### Placed cells, one colour a class, run 1

(3 px per micron) Fill, decap, tap and diode cells in grey.
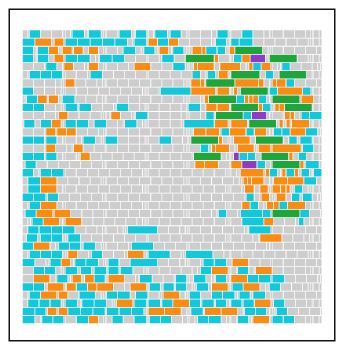
### Clock wiring as the flow saved it, run 1

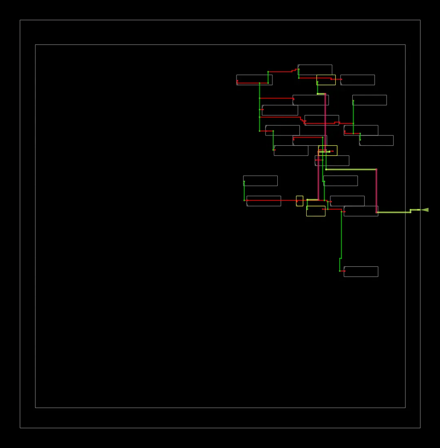
### Cell area per tile, run 1

(2 px per micron) The die is cut into 11 by 11 equal tiles; black is low, pale yellow is high, 0 to 100% covered.
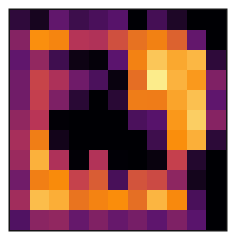
**config.mk**
```make
export PLATFORM = sky130hd
export DESIGN_NAME = k423_imem_arb
export DESIGN_NICKNAME = d
export VERILOG_FILES = /design/src/rtl/k423_pkg.sv /design/src/rtl/k423_arb_owner_fifo.sv /design/src/rtl/k423_imem_arb.sv
export SDC_FILE = /design/constraint.sdc
export NUM_CORES = 1
export LEC_CHECK = 0
export CAP_MARGIN = 40
export CORE_AREA = 4 4 104 106
export DETAILED_ROUTE_END_ITERATION = 12
export DIE_AREA = 0 0 108 110
export PLACE_DENSITY = 0.73
export SLEW_MARGIN = 20
export SYNTH_ARGS = -nofsm -noshare
export SYNTH_HDL_FRONTEND = slang
export SYNTH_SLANG_ARGS = --single-unit
```
**constraint.sdc**
```tcl
create_clock -name clk_i -period 2.1 [get_ports clk_i]
set_clock_uncertainty 0.1 [all_clocks]
set_input_delay 0.42 -clock clk_i [delete_from_list [all_inputs] [get_ports clk_i]]
set_output_delay 0.42 -clock clk_i [all_outputs]
set_load 0.02 [all_outputs]
```
**src/rtl/k423_pkg.sv**
```systemverilog
// Shared types and defaults for the k423 instruction/data memory arbiter.
package k423_pkg;

    typedef enum logic {
        OWN_IF  = 1'b0,
        OWN_LSU = 1'b1
    } owner_e;

    typedef struct packed {
        owner_e owner;
        logic   discard;
    } arb_entry_t;

    localparam int unsigned DEF_OUTSTD_DEPTH = 4;
    localparam int unsigned DEF_STARVE_MAX   = 4;

endpackage

```
**src/rtl/k423_arb_owner_fifo.sv**
```systemverilog
// In-order owner queue for outstanding memory requests, with a bulk
// "discard every queued IF entry" operation used on front-end flush.
module k423_arb_owner_fifo
    import k423_pkg::*;
#(
    parameter int unsigned DEPTH = DEF_OUTSTD_DEPTH
) (
    input  logic                       clk_i,
    input  logic                       rst_i,
    input  logic                       push,
    input  arb_entry_t                 push_data,
    input  logic                       pop,
    input  logic                       flush_if,
    output arb_entry_t                 head,
    output logic                       empty,
    output logic                       full,
    output logic [$clog2(DEPTH):0]     cnt
);

    localparam int unsigned AW = $clog2(DEPTH);
    localparam int unsigned CW = AW + 1;

    arb_entry_t          mem_q [DEPTH];
    logic [AW-1:0]       wptr_q;
    logic [AW-1:0]       rptr_q;
    logic [CW-1:0]       cnt_q;

    always_ff @(posedge clk_i or posedge rst_i) begin
        if (rst_i) begin
            for (int i = 0; i < DEPTH; i++) begin
                mem_q[i] <= '0;
            end
            wptr_q <= '0;
            rptr_q <= '0;
            cnt_q  <= '0;
        end else begin
            // Marking empty slots is harmless; a later push overwrites them.
            if (flush_if) begin
                for (int i = 0; i < DEPTH; i++) begin
                    if (mem_q[i].owner == OWN_IF) begin
                        mem_q[i].discard <= 1'b1;
                    end
                end
            end
            if (push) begin
                mem_q[wptr_q] <= push_data;
                wptr_q        <= wptr_q + 1'b1;
            end
            if (pop) begin
                rptr_q <= rptr_q + 1'b1;
            end
            case ({push, pop})
                2'b10:   cnt_q <= cnt_q + 1'b1;
                2'b01:   cnt_q <= cnt_q - 1'b1;
                default: cnt_q <= cnt_q;
            endcase
        end
    end

    assign head  = mem_q[rptr_q];
    assign empty = (cnt_q == '0);
    assign full  = (cnt_q == CW'(DEPTH));
    assign cnt   = cnt_q;

endmodule

```
**src/rtl/k423_imem_arb.sv**
```systemverilog
// Shares one memory port between IF fetch and the LSU, routing in-order
// responses back to their issuer and dropping stale IF responses on flush.
module k423_imem_arb
    import k423_pkg::*;
#(
    parameter int unsigned ADDR_W       = 32,
    parameter int unsigned DATA_W       = 32,
    parameter int unsigned OUTSTD_DEPTH = DEF_OUTSTD_DEPTH,
    parameter int unsigned STARVE_MAX   = DEF_STARVE_MAX
) (
    input  logic                            clk_i,
    input  logic                            rst_i,
    input  logic                            if_flush_i,
    input  logic                            if_req_vld_i,
    input  logic [ADDR_W-1:0]               if_req_addr_i,
    output logic                            if_req_rdy_o,
    output logic                            if_rsp_vld_o,
    output logic [DATA_W-1:0]               if_rsp_rdata_o,
    input  logic                            lsu_req_vld_i,
    input  logic                            lsu_req_wen_i,
    input  logic [ADDR_W-1:0]               lsu_req_addr_i,
    input  logic [DATA_W-1:0]               lsu_req_wdata_i,
    output logic                            lsu_req_rdy_o,
    output logic                            lsu_rsp_vld_o,
    output logic [DATA_W-1:0]               lsu_rsp_rdata_o,
    output logic                            mem_req_vld_o,
    output logic                            mem_req_wen_o,
    output logic [ADDR_W-1:0]               mem_req_addr_o,
    output logic [DATA_W-1:0]               mem_req_wdata_o,
    input  logic                            mem_req_rdy_i,
    input  logic                            mem_rsp_vld_i,
    input  logic [DATA_W-1:0]               mem_rsp_rdata_i,
    output logic [$clog2(OUTSTD_DEPTH):0]   outstd_cnt_o,
    output logic                            arb_err_o
);

    localparam int unsigned SW = $clog2(STARVE_MAX + 1);

    logic              full;
    logic              empty;
    logic              if_wins;
    logic              handshake;
    logic              pop;
    logic              deliver;
    arb_entry_t        head;
    arb_entry_t        push_entry;
    logic [SW-1:0]     starve_q;
    logic              arb_err_q;

    assign if_wins   = if_req_vld_i & (~lsu_req_vld_i | (starve_q == SW'(STARVE_MAX)));
    assign handshake = mem_req_vld_o & mem_req_rdy_i;

    always_comb begin
        mem_req_vld_o   = ~rst_i & (if_req_vld_i | lsu_req_vld_i) & ~full;
        if_req_rdy_o    = ~rst_i & if_wins & mem_req_rdy_i & ~full;
        lsu_req_rdy_o   = ~rst_i & ~if_wins & mem_req_rdy_i & ~full;
        if (if_wins) begin
            mem_req_wen_o   = 1'b0;
            mem_req_addr_o  = if_req_addr_i;
            mem_req_wdata_o = '0;
        end else begin
            mem_req_wen_o   = lsu_req_wen_i;
            mem_req_addr_o  = lsu_req_addr_i;
            mem_req_wdata_o = lsu_req_wdata_i;
        end
        push_entry.owner   = if_wins ? OWN_IF : OWN_LSU;
        push_entry.discard = 1'b0;
    end

    // An IF response popping during the flush cycle is already stale.
    assign pop     = mem_rsp_vld_i & ~empty;
    assign deliver = pop & ~head.discard & ~((head.owner == OWN_IF) & if_flush_i);

    assign if_rsp_vld_o    = ~rst_i & deliver & (head.owner == OWN_IF);
    assign lsu_rsp_vld_o   = ~rst_i & deliver & (head.owner == OWN_LSU);
    assign if_rsp_rdata_o  = mem_rsp_rdata_i;
    assign lsu_rsp_rdata_o = mem_rsp_rdata_i;
    assign arb_err_o       = arb_err_q;

    always_ff @(posedge clk_i or posedge rst_i) begin
        if (rst_i) begin
            starve_q  <= '0;
            arb_err_q <= 1'b0;
        end else begin
            if (!if_req_vld_i || (handshake && if_wins)) begin
                starve_q <= '0;
            end else if (starve_q != SW'(STARVE_MAX)) begin
                starve_q <= starve_q + 1'b1;
            end
            if (mem_rsp_vld_i && empty) begin
                arb_err_q <= 1'b1;
            end
        end
    end

    k423_arb_owner_fifo #(
        .DEPTH (OUTSTD_DEPTH)
    ) u_owner_fifo (
        .clk_i     (clk_i),
        .rst_i     (rst_i),
        .push      (handshake),
        .push_data (push_entry),
        .pop       (pop),
        .flush_if  (if_flush_i),
        .head      (head),
        .empty     (empty),
        .full      (full),
        .cnt       (outstd_cnt_o)
    );

endmodule

```
==> run summary, run 1 <==
run metrics: net switching power a little over 1 mW, layer with the highest usage after global routing met2, Worst Setup Slack, final -261 ps, Multi-input gate area 1420 sq um, cell total after placement 504, DR pass1 iterations 4, final number of hold-violating endpoints 0, total number of H-tree levels 1, first element of the critical path starve_q[0], outcome finished, violations left, Setup Total Neg Slack -13470 ps, final cell count without fillers 530, critical path cell sequence inv_1 -> ha_2 -> a21bo_4 -> nand2_8 -> clkbuf_16 -> mux2_4 -> buf_6, number of DRC violations after detailed routing 0, setup repair after global routing missed its margin yes, number of vias per cell after detailed routing slightly above 4, crit path launch type flip-flop, global routing usage on met1 17.0%, data required time of the critical path about 1600 ps, die x size ~110 microns, type of the tightest min-delay check in -> async, GR Util met3 between 3 and 4%, most used standard cell by instance count after synthesis buf_4, post-CTS clock slew at the launch and capture registers of the worst setup and hold paths 70 ps, clock group power 0.264 mW, combinational cell power around 1.9 mW, Die Area 11900 sq um, Filler Cells Inserted 913, layout cells sized above 1 55.2%, highest metal layer used by the detailed router met4, Net Sw Frac a little over a third, final tally of setup violations 69, count of port buffers added during placement 177, Worst setup endpoint mem_req_addr_o[13], violated checks setup timing, post-layout total power around 2.8 mW, Biggest Area Class non-clock buffers, timing-limited maximum frequency approximately 420 MHz, clock group share of total power a little under a tenth, Non-clock buffers, area share 53.2%, area of the core 9770 sq um, minimum setup slack after placement -817 ps, most frequent cells after synthesis 64 x buf_4, 37 x mux2_1, 33 x and2_1, met2 Use GR between 20% and 30%, combinational fraction of the cell area 30.6%, area reported by Yosys stat 2180 sq um, highest fanout seen on the critical path 8, final non-filler cell area 4620 sq um, via count of the first global-routing pass 2365, sequential element share of the synthesized area 21.8%, area share of the largest cell type after synthesis 22.0%, Antenna Diode Count 0, ys cells 233, Reg-to-Reg Start u_owner_fifo.cnt[1], Top Ports 274, kind of end point of the critical path primary output, post-synthesis share of cell area spent on full adders, half adders and majority gates 4.93%, relative area of clock buffers and inverters in the final design 1.00%, number of antenna-violating nets in the routed design 0, Top pwr grp combinational cells, area post-placement 3890 sq um, average routed wire per standard cell 17.9 microns, IR Drop Worst-Case VDD 0.344 mV, count of yosys warnings during synthesis 0, Worst Path Arrival ~1800 ps, final cycle utilization of the critical path 112%, clock tree from TritonCTS yes, first-pass GRT wire length 13200 microns, HPWL Detailed approximately 7000 microns, most frequently placed logic cell in the final layout clkdlybuf4s50_1, post-layout min period 2360 ps, met2 wire length approximately 5000 microns
## Picture notes: 'Placed cells, one colour a class'
Key: green = flip-flops [cells 19]; orange = all other logic [cells 142]; purple = clock drivers and dummy loads [cells 4]; cyan = other buffers and delay cells [cells 232]

## Picture notes: 'Clock wiring as the flow saved it'
count of sequential standard cells: 19
clock buffers: 3
Clock Sinks: 19

## Picture notes: 'Cell area per tile'
17% of the tiles are nearly empty. The fullest tile reaches 96%. The emptiest ninth of the die: middle. 15% of the tiles are over 75% full. The mean over all tiles is 38%.

==> run 1: critical path: cells and delay by family (launching register included) <==
| kind | cells | cell delay [ps] |
|---|---|---|
| buffers and inverters | 3 | 360 |
| DFF | 1 | 350 |
| muxes | 1 | 310 |
| AOI/OAI and AO/OA | 1 | 240 |
| adders and majority gates | 1 | 180 |
| and+or+nand+nor | 1 | 140 |
==> run 1: sequential cells by signal, summed over array words and instances, names as in the netlist <==
| signal | cells |
|---|---|
| arb_err_o | 1 |
| starve_q | 3 |
| u_owner_fifo.cnt | 3 |
| u_owner_fifo.mem_q | 8 |
| u_owner_fifo.rptr_q | 2 |
| u_owner_fifo.wptr_q | 2 |
--- run 2 (diff from run 1) ---
--- a/config.mk
+++ b/config.mk
@@ -5,7 +5,6 @@
 export SDC_FILE = /design/constraint.sdc
 export NUM_CORES = 1
 export LEC_CHECK = 0
-export CAP_MARGIN = 40
 export CORE_AREA = 4 4 104 106
 export DETAILED_ROUTE_END_ITERATION = 12
 export DIE_AREA = 0 0 108 110
@@ -14,3 +13,4 @@
 export SYNTH_ARGS = -nofsm -noshare
 export SYNTH_HDL_FRONTEND = slang
 export SYNTH_SLANG_ARGS = --single-unit
+export TNS_END_PERCENT = 1
### Clock wiring as the flow saved it, run 2

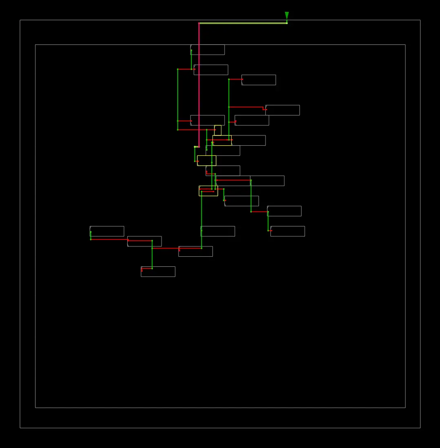
insertion delay to the later sink of the worst-skew pair: 250 ps
TritonCTS Buffers: 3
clock group power: 0.251 mW

### Clock wires, drivers and flops, run 2

(4 px per micron)
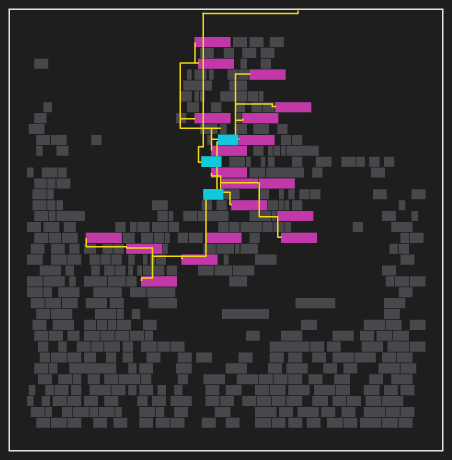
Key: cyan = cells driving clock nets [count 3]; magenta = flip-flops [count 19]; yellow = clock wires [length 269 microns]
There are 4 routed clock nets.

==> run 2 against run 1 <==
The flow still finishes with violations (setup timing). Clock power shrank 5%. Sequential power is 4.2% lower. Setup slack better by 33 ps. Power is 4.6% lower. Register-to-register slack worse by 100 ps. Global-route usage is 0.59 points higher. Die size did not move. Highest routed layer unchanged. Area after synthesis unchanged. Design area down 7.3%. Hold slack improved by 230 ps.
==> run summary, run 2 <==
run metrics: outcome finished, violations left, violated checks setup timing, GR Util met3 roughly 6.2%, combinational fraction of the cell area 31.5%, Tap Cells between 100 and 150, Top pwr grp combinational cells, slew at the pin closest to its max-slew limit between 400 and 500 ps, Non-clock buffers, area share a little over 50%, final tally of setup violations 70, Worst Setup Slack, final -228 ps, minimum setup slack after placement -837 ps, total buffers and inverters traversed by the critical path 3, Worst Path Arrival 1810 ps, area of the core 9770 sq um, clock tree from TritonCTS yes, Clock Tree Root clkbuf_8, DR pass1 iterations 4, count of yosys warnings during synthesis 0, kind of end point of the critical path primary output, crit path launch type flip-flop, final cycle utilization of the critical path 111%, Filler Cells Inserted 938, count of routing violations after the opening detailed-route iteration 50, Clock Sinks 19, Setup Total Neg Slack -12400 ps, global routing usage on met1 around 16%, most frequently placed logic cell in the final layout clkdlybuf4s50_1, Max Slew Vio Count 0, most used flip-flop cell dfrtp_1, most used standard cell by instance count after synthesis buf_4, Net Sw Frac 36.1%, share of the final layout cell area in sequential cells 11.1%, portion of total power attributed to sequential cells 24.0%, Syn Area/Cell 9.37 sq um, global routing usage summed across all routing layers 15.0%, maximum cell stage delay along the critical path 380 ps, area post-placement 3930 sq um, number of antenna violations at the first check in global routing 0, async set or reset register ratio after synthesis 100%, count of port buffers added during placement 177, non-clock inverter count in the final layout 15, count of sequential standard cells 19, highest metal layer used by the detailed router met4, tool warning count 33, data required time of the critical path 1580 ps, CP Depth 7, total gr overflow 0, max_slew headroom 72.1%, average routed wire per standard cell 17.9 microns, Layout Utilization 43.8%, Die Area approximately 12000 sq um, most instantiated logic cells after routing 105 x clkdlybuf4s50_1, 54 x buf_4, 41 x buf_6, 30 x mux2_4, 23 x and2_1, number of flip-flops under the largest register name 8, Non-clock buffers 223, IR Drop Worst-Case VDD 0.214 mV, critical path cell sequence inv_1 -> ha_2 -> a21bo_4 -> nand2_8 -> buf_16 -> mux2_4 -> buf_6, Core Rows 36, area share of the largest cell type after synthesis 22.0%, combinational cell power 1.78 mW, met2 wire length ~4500 microns, setup repair after global routing missed its margin yes, overall via count from detail_route 2158, total number of H-tree levels 1, worst hold endpoint arb_err_o, post-layout min period 2330 ps, Antenna Diode Count 0, count of library flops with an enable pin 0, first element of the critical path starve_q[0], Worst setup endpoint mem_req_addr_o[13], total nets after synthesis about 380, type of the tightest min-delay check reg -> reg, cell type contributing the most total cell area after synthesis buf_4, final number of hold-violating endpoints 0, count of nets after finishing 534, setup slack of the worst register-to-register path -60 ps, final non-filler cell area 4290 sq um, Multi-input gate area 1350 sq um, final cell count without fillers between 500 and 600, highest fanout seen on the critical path 8, worst hold slack across all endpoints 364 ps, via count of the first global-routing pass 2408, most frequent cells after synthesis 64 x buf_4, 37 x mux2_1, 33 x and2_1, internal portion of total power approximately 1.7 mW, die x size 108 microns, detailed-route wire length on metal 1 3420 microns, HPWL Detailed 7460 microns, number of instances in the synthesized netlist roughly 230, clock group share of total power 9.4%, height of the die 110 microns, cell count of the worst hold path 1, post-layout total power ~2.7 mW, number of multi-input combinational cells 128, area reported by Yosys stat around 2200 sq um, number of antenna-violating nets in the routed design 0, gpl congestion ~0.79, max-cap violations 0, cell total after placement 511, FP Util 22.3%, Reg-to-Reg Start u_owner_fifo.cnt[1], timing-limited maximum frequency 429 MHz, net switching power 0.964 mW, post-CTS clock slew at the launch and capture registers of the worst setup and hold paths 80 ps, area growth from synthesis to layout 96.3%, Largest cells by area buf_4 22%, dfrtp_1 22%, mux2_1 19%, and2_1 9.5%, ha_1 4.0%, ys cells roughly 230, ys flops 19, number of cells traversed by the worst register-to-register path 9, met2 Use GR a little over a quarter, crit-path leading delay family flip-flops, area used by sequential logic in the layout approximately 480 sq um, Top Ports approximately 270, number of DRC violations after detailed routing 0, sequential element share of the synthesized area a little over a fifth, number of distinct library cells after synthesis 37, maximum number of pins on one net before global-route repair 17, relative area of clock buffers and inverters in the final design 1.08%, power of the sequential group 0.640 mW, clock buffers 3, layout cells sized above 1 46.0%, Biggest Area Class non-clock buffers, first-pass GRT wire length approximately 14000 microns, worst reg2reg path endpoint u_owner_fifo.cnt[2], Biggest register u_owner_fifo.mem_q, layer with the highest usage after global routing met2, power share of the combinational group 66.6%, number of vias per cell after detailed routing 4.13
run 2: cell count changes in the layout (fill, tap and decap cells not counted), moves of 3 or more:
cell | before | now
buf_6 | 76 | 41
and2_1 | 0 | 23
and2_4 | 33 | 10
buf_4 | 38 | 54
buf_2 | 0 | 13
buf_12 | 5 | 2
clkdlybuf4s50_1 | 102 | 105
dfrtp_1 | 16 | 19
dfrtp_2 | 3 | 0
run 2: repair_timing:
action                     4_1_cts  5_1_grt
setup endpoints to repair       72       72
pin swaps                        4       11
buffers inserted                 2        0
gates cloned                     5        0
gates resized                  398       35
run 2: kinds of logic after synthesis:
family / Yosys count / synth area share [%]
mux: 40 / 21.8
simple gates: 58 / 18.1
compound gates: 14 / 4.47
buf+inv: 87 / 26.2
fa+ha+maj: 8 / 4.93
xor+xnor: 7 / 2.81
flops: 19 / 21.8
--- run 3 (diff from run 2) ---
--- a/config.mk
+++ b/config.mk
@@ -8,6 +8,7 @@
 export CORE_AREA = 4 4 104 106
 export DETAILED_ROUTE_END_ITERATION = 12
 export DIE_AREA = 0 0 108 110
+export GPL_ROUTABILITY_DRIVEN = 0
 export PLACE_DENSITY = 0.73
 export SLEW_MARGIN = 20
 export SYNTH_ARGS = -nofsm -noshare
### Clock wires, drivers and flops, run 3

(4 px per micron)
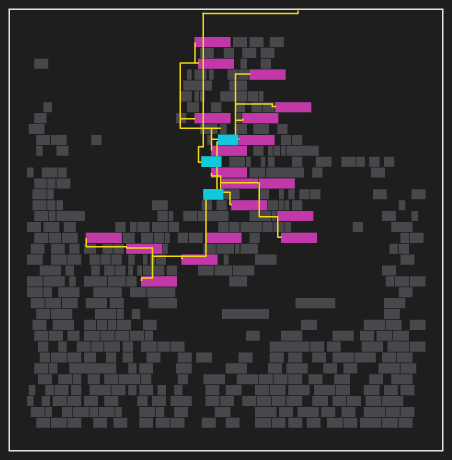
Key: yellow = clock wires [length 269 microns]; magenta = flip-flops [count 19]; cyan = cells driving clock nets [count 3]
There are 4 routed clock nets.

### Placed cells, one colour a class, run 3

(3 px per micron) Fill, decap, tap and diode cells in grey.
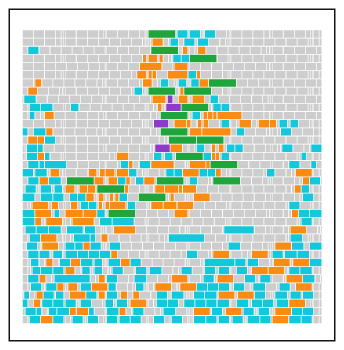
Key: orange = all other logic [cells 143]; purple = clock drivers and dummy loads [cells 4]; green = flip-flops [cells 19]; cyan = other buffers and delay cells [cells 223]

==> run 3 against run 2 <==
The run still ends with setup timing left. Fmax unchanged. Count of clock-buffer cells in the layout unchanged. Hold slack unchanged. Setup slack unchanged. Sequential cell count unchanged. Register-to-register slack about the same. Global-route usage unchanged. Core utilization unchanged. First-iteration DRC count unchanged.
==> run summary, run 3 <==
run metrics: count of sequential standard cells 19, number of flip-flops under the largest register name 8, critical path cell sequence inv_1 -> ha_2 -> a21bo_4 -> nand2_8 -> buf_16 -> mux2_4 -> buf_6, MUX share of area 21.8%, portion of total power attributed to sequential cells 24.0%, count of port buffers added during placement 177, post-CTS clock slew at the launch and capture registers of the worst setup and hold paths 80 ps, Non-clock buffers, area share 51.1%, Multi-input gate area 1350 sq um, final cycle utilization of the critical path 111%, layer with the highest usage after global routing met2, non-clock inverter count in the final layout 15, final cell count without fillers roughly 520, crit-path leading delay family flip-flops, height of the die 110 microns, highest fanout seen on the critical path 8, most used standard cell by instance count after synthesis buf_4, cell total after placement between 500 and 600, met2 wire length 4520 microns, violated checks setup timing, type of the tightest min-delay check reg -> reg, area growth from synthesis to layout 96.3%, maximum number of pins on one net before global-route repair 17, cell type contributing the most total cell area after synthesis buf_4, total length of routed met3 wires around 1100 microns, most instantiated logic cells after routing 105 x clkdlybuf4s50_1, 54 x buf_4, 41 x buf_6, 30 x mux2_4, 23 x and2_1, post-synthesis share of cell area spent on full adders, half adders and majority gates under 10%, Top Ports 274, clock tree from TritonCTS yes, insertion delay to the later sink of the worst-skew pair about 250 ps, Power Density 624 nW/um^2, layout cells sized above 1 46.0%, number of vias per cell after detailed routing 4.13, final tally of setup violations 70, final number of hold-violating endpoints 0, Filler Cells Inserted 938, IR Drop Worst-Case VDD 0.214 mV, area reported by Yosys stat 2180 sq um, area post-placement ~3900 sq um, internal portion of total power 1.71 mW, data required time of the critical path 1580 ps, total nets after synthesis ~380, minimum setup slack after placement -837 ps, detailed-route wire length on metal 1 3420 microns, post-layout min period between 2000 and 2500 ps, max-cap violations 0, total buffers and inverters traversed by the critical path 3, dominant non-sequential cell family after synthesis buffers and inverters, ao+oa area frac under 10%, kind of end point of the critical path primary output, number of distinct library cells after synthesis 37, maximum cell stage delay along the critical path 380 ps, Setup Total Neg Slack -12400 ps, async set or reset register ratio after synthesis 100%, total gr overflow 0, Worst Path Arrival 1810 ps, ys cells 233, count of library flops with an enable pin 0, number of antenna violations at the first check in global routing 0, clock buffers 3, post-layout total power 2.67 mW, relative area of clock buffers and inverters in the final design ~1.1%, Largest cells by area buf_4 22%, dfrtp_1 22%, mux2_1 19%, and2_1 9.5%, ha_1 4.0%, simple-gate portion of the synthesized area 18.1%, total number of H-tree levels 1, HPWL Detailed between 7000 and 8000 microns, max_slew headroom 72.1%, clock group share of total power 9.4%, overall via count from detail_route around 2200, ys flops 19, Die Area 11900 sq um, global routing usage summed across all routing layers 15.0%, Syn Area/Cell ~9.4 sq um, Clock Tree Root clkbuf_8, number of DRC violations after detailed routing 0, outcome finished, violations left, number of multi-input combinational cells ~130, die x size 108 microns, count of yosys warnings during synthesis 0, via count of the first global-routing pass 2408, Biggest register u_owner_fifo.mem_q, Biggest Area Class non-clock buffers, post-synthesis instance area 2180 sq um, average routed wire per standard cell 17.9 microns, TritonCTS Buffers 3, slew at the pin closest to its max-slew limit 413 ps, final non-filler cell area 4290 sq um, count of routing violations after the opening detailed-route iteration 50, global routing usage on met1 16.5%, Antenna Diode Count 0, Layout Utilization 43.8%, setup repair after global routing missed its margin yes, highest metal layer used by the detailed router met4, Non-clock buffers 223, timing-limited maximum frequency 429 MHz, power share of the combinational group 66.6%, Net Sw Frac 36.1%, net switching power around 0.96 mW, most frequent cells after synthesis 64 x buf_4, 37 x mux2_1, 33 x and2_1, tool warning count 33, first-pass GRT wire length 13600 microns, share of the final layout cell area in sequential cells 11.1%, worst hold slack across all endpoints 364 ps, DR pass1 iterations 4, Max Slew Vio Count 0, Tap Cells 133, area share of the largest cell type after synthesis 22.0%, most frequently placed logic cell in the final layout clkdlybuf4s50_1, xor-xnor portion of the synthesized cell area between 2 and 3%, sequential element share of the synthesized area 21.8%, most used flip-flop cell dfrtp_1, area used by sequential logic in the layout approximately 480 sq um, area of the core between 9000 and 10000 sq um, GR Util met3 6.17%, FP Util 22.3%, number of instances in the synthesized netlist 233, Worst Setup Slack, final -228 ps, number of antenna-violating nets in the routed design 0, combinational fraction of the cell area 31.5%, crit path launch type flip-flop, Clock Sinks 19, Post-CTS Setup Inserts 2, count of nets after finishing about 530, post-CTS resize count 398, met2 Use GR between 20% and 30%, Core Rows 36
==> run 3: final timing paths <==
check                                          from                  end  slack [ps]  cells past startpoint
min in group asynchronous                     rst_i          starve_q[2]         480                      3
worst max register to register  u_owner_fifo.cnt[1]  u_owner_fifo.cnt[2]         -60                      9
worst min-delay path                      arb_err_o            arb_err_o         360                      1
max in group asynchronous                     rst_i            arb_err_o         970                      4
worst max-delay path                    starve_q[0]   mem_req_addr_o[13]        -230                      7
worst min register to register            arb_err_o            arb_err_o         360                      1
==> run 3: power by group through the flow <==
stage,clock network (mW),logic [mW],registers [mW]
after global routing,0.279,1.93,0.663
after global placement,0,1.61,0.639
after floorplan,0,0.875,0.703
final,0.251,1.78,0.640
after CTS,0.258,1.76,0.643
after detailed placement,0,1.65,0.650

==> notes/layouts.md <==
Pictures saved along the way, in no particular order.

Zoomed window.
Window x 42 to 67, y 42 to 67 microns. Cells in grey, sequential cells in the stronger grey; small squares are vias.
picture 1
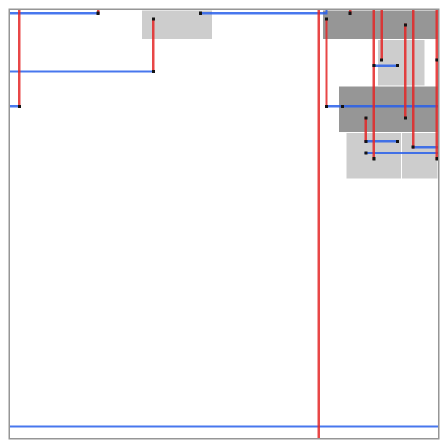
picture 2
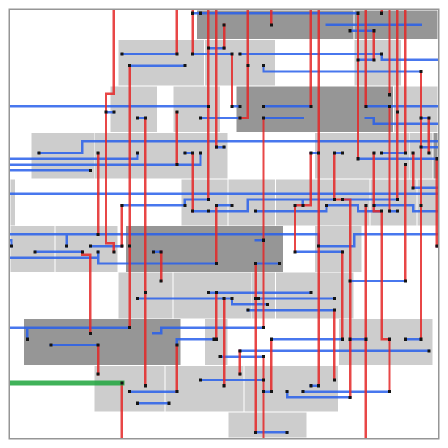
picture 1: run 1
picture 2: run 2

Key to picture 2:
Key: red = met2; green = met3; blue = met1
Most frequent: buf_4 (9), dfrtp_1 (5). Netlist names of flops here include u_owner_fifo.mem_q (3), u_owner_fifo.wptr_q (2). Sequential cells in the window: 5. 32 logic cells have their middle in the window.

Power and IR drop assume default switching activity.
